cell_classes.png
Scale bar: 20 microns.
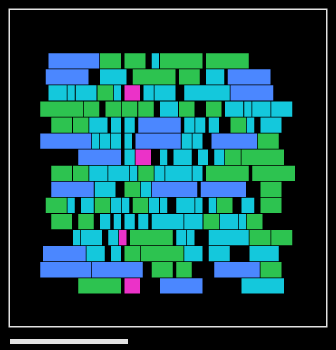
gate_families.png
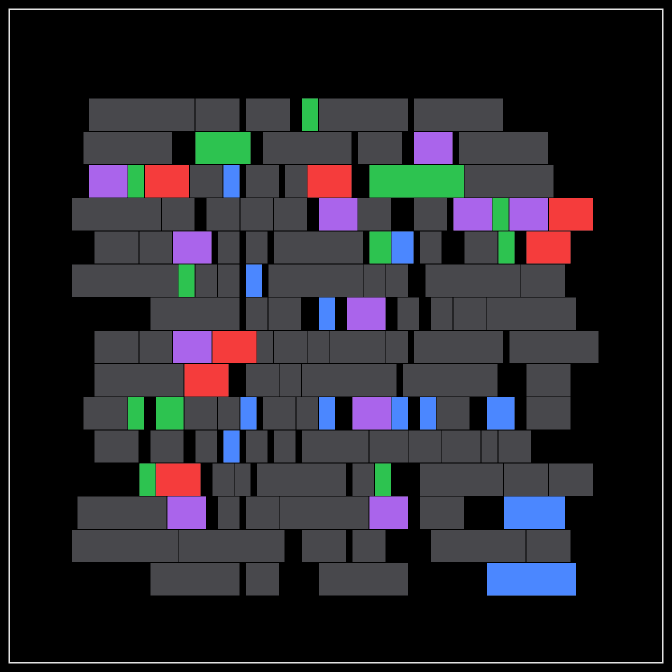
final_congestion.png
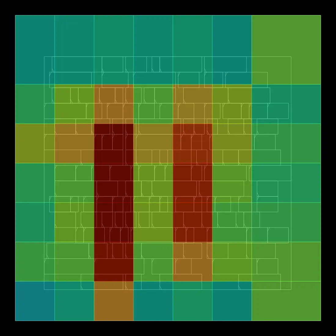
clock_map.png
Scale bar: 20 microns.
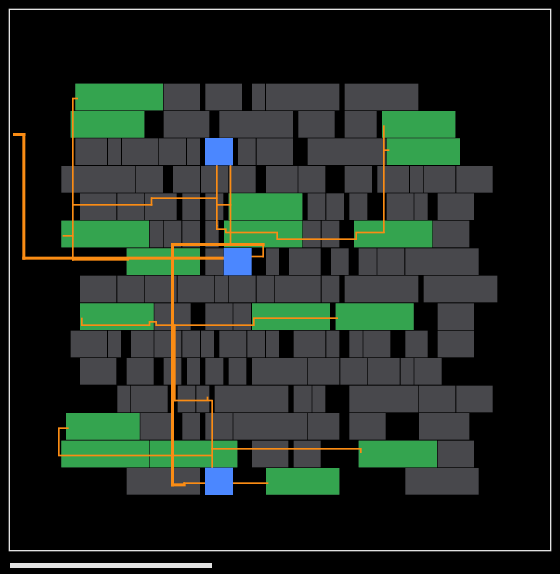
wire_density.png
Scale bar: 20 microns. The die is cut into 11 by 11 equal tiles; dark blue is low, red is high, scaled to the fullest tile. Values are wire area over tile area, all layers added.
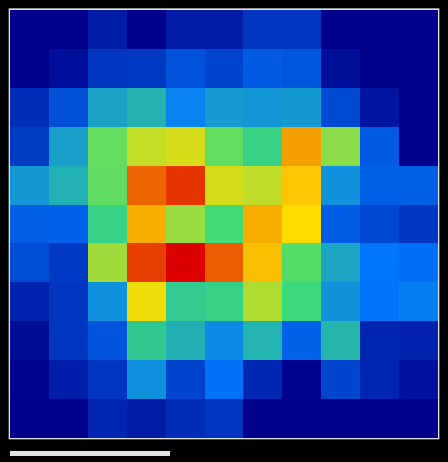
===== config.mk =====
export PLATFORM = sky130hd
export DESIGN_NAME = sc_reg_lfsr_gen
export DESIGN_NICKNAME = d
export VERILOG_FILES = /design/src/rtl/sc_reg_lfsr_pkg.sv /design/src/rtl/sc_lfsr_step.sv /design/src/rtl/sc_reg_lfsr_gen.sv
export SDC_FILE = /design/constraint.sdc
export NUM_CORES = 1
export LEC_CHECK = 0
export CAP_MARGIN = 20
export CORE_MARGIN = 5
export CORE_UTILIZATION = 45
export DETAILED_ROUTE_END_ITERATION = 8
export PLACE_DENSITY = 0.77
export SKIP_CTS_REPAIR_TIMING = 1
export SKIP_LAST_GASP = 1
export SYNTH_ARGS = -nofsm -noshare
export SYNTH_HDL_FRONTEND = slang
export SYNTH_SLANG_ARGS = --single-unit
export TNS_END_PERCENT = 10

===== constraint.sdc =====
create_clock -name SC_RegLFSR_CLOCK_50 -period 1.4 [get_ports SC_RegLFSR_CLOCK_50]
set_input_delay 0.28 -clock SC_RegLFSR_CLOCK_50 [delete_from_list [all_inputs] [get_ports SC_RegLFSR_CLOCK_50]]
set_output_delay 0.28 -clock SC_RegLFSR_CLOCK_50 [all_outputs]
set_load 0.1 [all_outputs]

===== src/rtl/sc_reg_lfsr_pkg.sv =====
// Shared constants for the LFSR word generator: FSM state codes, mode codes
// and default maximal-length tap masks for common widths.
package sc_reg_lfsr_pkg;

    // FSM state codes
    localparam logic [1:0] IDLE    = 2'd0;
    localparam logic [1:0] SHIFT   = 2'd1;
    localparam logic [1:0] PRESENT = 2'd2;

    // Mode codes driven on the mode bus (2'b11 behaves like HOLD)
    localparam logic [1:0] HOLD     = 2'b00;
    localparam logic [1:0] FREERUN  = 2'b01;
    localparam logic [1:0] ONDEMAND = 2'b10;

    // Maximal-length Fibonacci tap masks
    localparam logic [7:0]  TAPS_W8  = 8'hB8;
    localparam logic [15:0] TAPS_W16 = 16'hB400;
    localparam logic [31:0] TAPS_W32 = 32'h80200003;

endpackage


===== src/rtl/sc_lfsr_step.sv =====
// One combinational Fibonacci LFSR step: shift left, feedback = parity of
// the tapped bits. Kept separate so several copies can be chained to
// unroll multiple steps per clock later.
module sc_lfsr_step
    import sc_reg_lfsr_pkg::*;
#(
    parameter int                   DATAWIDTH = 8,
    parameter logic [DATAWIDTH-1:0] TAPS      = TAPS_W8
) (
    input  logic [DATAWIDTH-1:0] i_state,
    output logic [DATAWIDTH-1:0] o_next
);

    logic [DATAWIDTH-1:0] w_tapped;

    genvar gi;
    generate
        for (gi = 0; gi < DATAWIDTH; gi++) begin : g_tap
            // Only bits selected by the mask contribute to the feedback
            assign w_tapped[gi] = TAPS[gi] & i_state[gi];
        end
    endgenerate

    assign o_next = {i_state[DATAWIDTH-2:0], ^w_tapped};

endmodule


===== src/rtl/sc_reg_lfsr_gen.sv =====
// Pseudo-random word generator: an LFSR advanced STEPS_PER_WORD times per
// word, presented on a valid/ready handshake, with seed loading, zero-seed
// substitution and free-run / on-demand operation.
module sc_reg_lfsr_gen
    import sc_reg_lfsr_pkg::*;
#(
    parameter int                   DATAWIDTH      = 8,
    parameter logic [DATAWIDTH-1:0] TAPS           = TAPS_W8,
    parameter int unsigned          RESET_SEED     = 1,
    parameter int                   STEPS_PER_WORD = 1
) (
    input  logic                 SC_RegLFSR_CLOCK_50,
    input  logic                 SC_RegLFSR_RESET_InLow,
    input  logic [DATAWIDTH-1:0] SC_RegLFSR_seed_InBUS,
    input  logic                 SC_RegLFSR_load_In,
    input  logic [1:0]           SC_RegLFSR_mode_InBUS,
    input  logic                 SC_RegLFSR_req_In,
    input  logic                 SC_RegLFSR_ready_In,
    output logic [DATAWIDTH-1:0] SC_RegLFSR_data_OutBUS,
    output logic                 SC_RegLFSR_valid_Out,
    output logic                 SC_RegLFSR_wrap_Out
);

    localparam int                   CW      = $clog2(STEPS_PER_WORD + 1);
    localparam logic [CW-1:0]        STEPS_C = CW'(STEPS_PER_WORD);
    localparam logic [CW-1:0]        CNT_ONE = CW'(1);
    localparam logic [DATAWIDTH-1:0] SEED_C  = DATAWIDTH'(RESET_SEED);
    // Where a freshly started word goes: straight to PRESENT for single-step words
    localparam logic [1:0]           START_ST = (STEPS_PER_WORD == 1) ? PRESENT : SHIFT;

    logic [DATAWIDTH-1:0] r_lfsr;
    logic [DATAWIDTH-1:0] r_seed_ref;
    logic [1:0]           r_state;
    logic [CW-1:0]        r_cnt;

    logic [DATAWIDTH-1:0] w_step;
    logic [DATAWIDTH-1:0] w_load_val;
    logic                 w_go;
    logic                 w_valid;

    sc_lfsr_step #(
        .DATAWIDTH (DATAWIDTH),
        .TAPS      (TAPS)
    ) u_step (
        .i_state (r_lfsr),
        .o_next  (w_step)
    );

    // A zero seed would lock the LFSR at zero, so substitute the reset seed
    assign w_load_val = (SC_RegLFSR_seed_InBUS == '0) ? SEED_C : SC_RegLFSR_seed_InBUS;

    // Current mode asks for a new word (HOLD and the unused code never do)
    assign w_go = (SC_RegLFSR_mode_InBUS == FREERUN) ||
                  ((SC_RegLFSR_mode_InBUS == ONDEMAND) && SC_RegLFSR_req_In);

    // Sequencer: reset, then load, then word FSM
    always_ff @(posedge SC_RegLFSR_CLOCK_50) begin
        if (!SC_RegLFSR_RESET_InLow) begin
            r_lfsr     <= SEED_C;
            r_seed_ref <= SEED_C;
            r_state    <= IDLE;
            r_cnt      <= '0;
        end else if (SC_RegLFSR_load_In) begin
            r_lfsr     <= w_load_val;
            r_seed_ref <= w_load_val;
            r_state    <= IDLE;
            r_cnt      <= '0;
        end else begin
            case (r_state)
                IDLE: begin
                    if (w_go) begin
                        r_lfsr  <= w_step;
                        r_cnt   <= CNT_ONE;
                        r_state <= START_ST;
                    end
                end
                SHIFT: begin
                    // Mode and req are ignored until the word completes
                    r_lfsr <= w_step;
                    r_cnt  <= r_cnt + 1'b1;
                    if ((r_cnt + 1'b1) == STEPS_C) begin
                        r_state <= PRESENT;
                    end
                end
                PRESENT: begin
                    if (SC_RegLFSR_ready_In) begin
                        if (w_go) begin
                            r_lfsr  <= w_step;
                            r_cnt   <= CNT_ONE;
                            r_state <= START_ST;
                        end else begin
                            r_state <= IDLE;
                        end
                    end
                end
                default: begin
                    r_state <= IDLE;
                    r_cnt   <= '0;
                end
            endcase
        end
    end

    assign w_valid                = (r_state == PRESENT);
    assign SC_RegLFSR_valid_Out   = w_valid;
    assign SC_RegLFSR_data_OutBUS = r_lfsr;
    assign SC_RegLFSR_wrap_Out    = w_valid && (r_lfsr == r_seed_ref);

endmodule


==> PnR_summary.wiki <==
== Flow metrics ==
{| class="wikitable"
! Metric !! Value
|-
| Total congestion overflow after global routing || 0
|-
| Sequential cell area || 362 sq um
|-
| Pleak || 0.632 nW
|-
| Initial Util || roughly half
|-
| Combined buffer and inverter count along the critical path || 1
|-
| Tool warning count || 28
|-
| DR DRC count || 0
|-
| Start of the worst register-to-register path || r_state[1]$_SDFFE_PP0P_
|-
| Tally of unique sky130hd cells used after synthesis || 25
|-
| Wire length of the first global-routing pass || 3860 microns
|-
| Worst r2r dst || SC_RegLFSR_data_OutBUS[6]$_SDFFE_PN0P_
|-
| Setup WS pre-CTS || -0.365 ns
|-
| Area after DPL || 1390 sq um
|-
| Horizontal die size || about 53 microns
|-
| Number of pins with negative max-slew slack in the final report || 0
|-
| Clock group power || approximately 0.28 mW
|-
| Pin slew with the least headroom to its limit || roughly 0.4 ns
|-
| Final period utilization || 142%
|-
| Chip area estimate from yosys synthesis || 851 sq um
|-
| I/O Buffers || 24
|-
| Well tap count || 25
|-
| Kind of cell with the highest combined delay on the critical path || simple AND/OR/NAND/NOR gates
|-
| Routing usage on met3 || 4.51%
|-
| # Cells Yosys || 92
|-
| Tally of filler cells in the layout || 122
|-
| Cell-internal power || 0.850 mW
|-
| Class of the tightest hold or removal check || flop to flop
|-
| Sequential power || 0.541 mW
|-
| Multiplexer area fraction after synthesis || 8.24%
|-
| Mean instance size in the synthesized netlist || between 9 and 10 sq um
|-
| Commonest non-fill, non-tap cells in the layout || 21 x buf_4, 14 x a21oi_1, 14 x clkdlybuf4s50_1
|-
| Layout overhead on the synthesized area || 67.5%
|-
| Buffers outside the clock class || between 40 and 50
|-
| Core Region || 1760 sq um
|-
| R2R cell count || 4
|-
| Switching part of the total || a little over a third
|-
| TritonRoute pass-1 iters || 4
|-
| Fraction of the mapped netlist area in adder cells || 0%
|-
| Simple-gate area share of the yosys netlist || between 15 and 20%
|-
| Largest cell class by area || multi-input combinational cells
|-
| Layout sequential cell count || 17
|-
| Run status || finished, violations left
|-
| Largest net degree at the start of global routing || 14
|-
| Mapped Cells || 92
|-
| Detailed-routed wire length on met3 || 147 microns
|-
| Number of signal-net inverters in the final layout || 2
|-
| Portion of the layout cell area used by clock cells || 1.84%
|-
| Flip-flop and latch share of the layout cell area || 25.4%
|-
| RSZ-0062 raised after global routing || yes
|-
| Hold Path Sink || r_seed_ref[2]$_SDFFE_PN0P_
|-
| Clk_buf instances || 4
|-
| Power Combinational || 0.514 mW
|-
| Layout non-clock buf frac || 34.9%
|-
| Final setup viols || 1
|-
| Diode count || 0
|-
| Worst setup margin || -0.591 ns
|-
| Minimum hold slack || 0.521 ns
|-
| Number of logic gates || around 70
|-
| HPWL reported at the end of detailed placement || 1820 microns
|-
| Design Power || about 1.3 mW
|-
| Placed cell count || ~160
|-
| Failing checks || setup timing
|-
| Core Util, Final || 80.8%
|-
| Via count of the first global-routing pass || 872
|-
| Top-level I/O count || 25
|-
| Post-Route WL || 2410 microns
|-
| Global routing usage summed across all routing layers || 19.3%
|-
| Root buffer selected by CTS || clkbuf_4
|-
| Post-layout nets || around 150
|-
| Combinational family with the most area after synthesis || AND-OR/OR-AND gates
|-
| Slack of the worst reg-to-reg path || 0.20 ns
|-
| Highest-delay cell along the critical path || dfxtp_1
|-
| Aoi/oai-family share of the synthesized area || 21.6%
|-
| Initial antenna violation count || 0
|-
| Final weighted congestion in routability-driven placement || just over 0.9
|-
| Final worst path period need || 1.99 ns
|-
| Pwr top || registers
|-
| Max Used Layer || met4
|-
| Worst EP required || 1.12 ns
|-
| Xor and xnor fraction of the mapped netlist area || a little under an eighth
|-
| Maximum vdd drop || 0.000864 V
|-
| Power per standard cell area || 934 nW/um^2
|-
| Combinational cell fraction of total power || between 30% and 40%
|-
| Endpoint class of the critical path || output port
|}
About cell_classes.png:
[cyan] all other logic | cells: 72 | share of their area: 36%
[green] other buffers and delay cells | cells: 45 | share of their area: 36%
[blue] flip-flops | cells: 17 | share of their area: 26%
[magenta] clock drivers and dummy loads | cells: 4 | share of their area: 1.9%
final instance area: 1430 sq um
Std-Cell Rows: 15

About gate_families.png:
[purple] XOR/XNOR gates | cells: 11
[red] multiplexers | cells: 7
[green] NOR gates | cells: 12
[blue] NAND gates | cells: 12
most common cell after layout, fill and taps aside: buf_4
multi-input combinational area share: 35.1%
post-layout instance count excluding filler cells: 163

About final_congestion.png:
most utilized layer in the global route result: met2
routed wire length per instance: 14.8 microns
global routing met1 resource utilization: 21.1%

About clock_map.png:
[blue] cells driving clock nets | count: 3
[orange] clock wires | length: 246 microns
[green] flip-flops | count: 17
routed clock nets: 4

About wire_density.png:
emptiest ninth of the die: top right
tiles over half the peak: 21%
nearly empty tiles: 17%

-- state kept, by name, indices dropped and copies added, names as in the netlist --
signal	count
r_seed_ref	8
SC_RegLFSR_data_OutBUS	8
r_state	1
-- cells in the mapped netlist (all sizes together) --
cell type / n / share of area, %
dfxtp: 17 / 40
nand3: 1 / 0.59
xnor2: 3 / 3.1
mux2i: 7 / 8.2
inv: 2 / 0.88
a311oi: 1 / 1.0
buf: 2 / 1.5
nand3b: 1 / 2.4
clkbuf: 1 / 0.59
a21bo: 1 / 1.2
a211oi: 1 / 1.5
nand2b: 2 / 2.4
nand2: 8 / 3.5
nor2: 8 / 3.5
nor3: 1 / 0.59
a21boi: 1 / 2.2
nor4: 3 / 2.9
o21ai: 8 / 4.7
a21oi: 15 / 9.3
o221ai: 1 / 1.8
xor2: 8 / 8.2
Power is estimated from default activity; no workload was simulated.
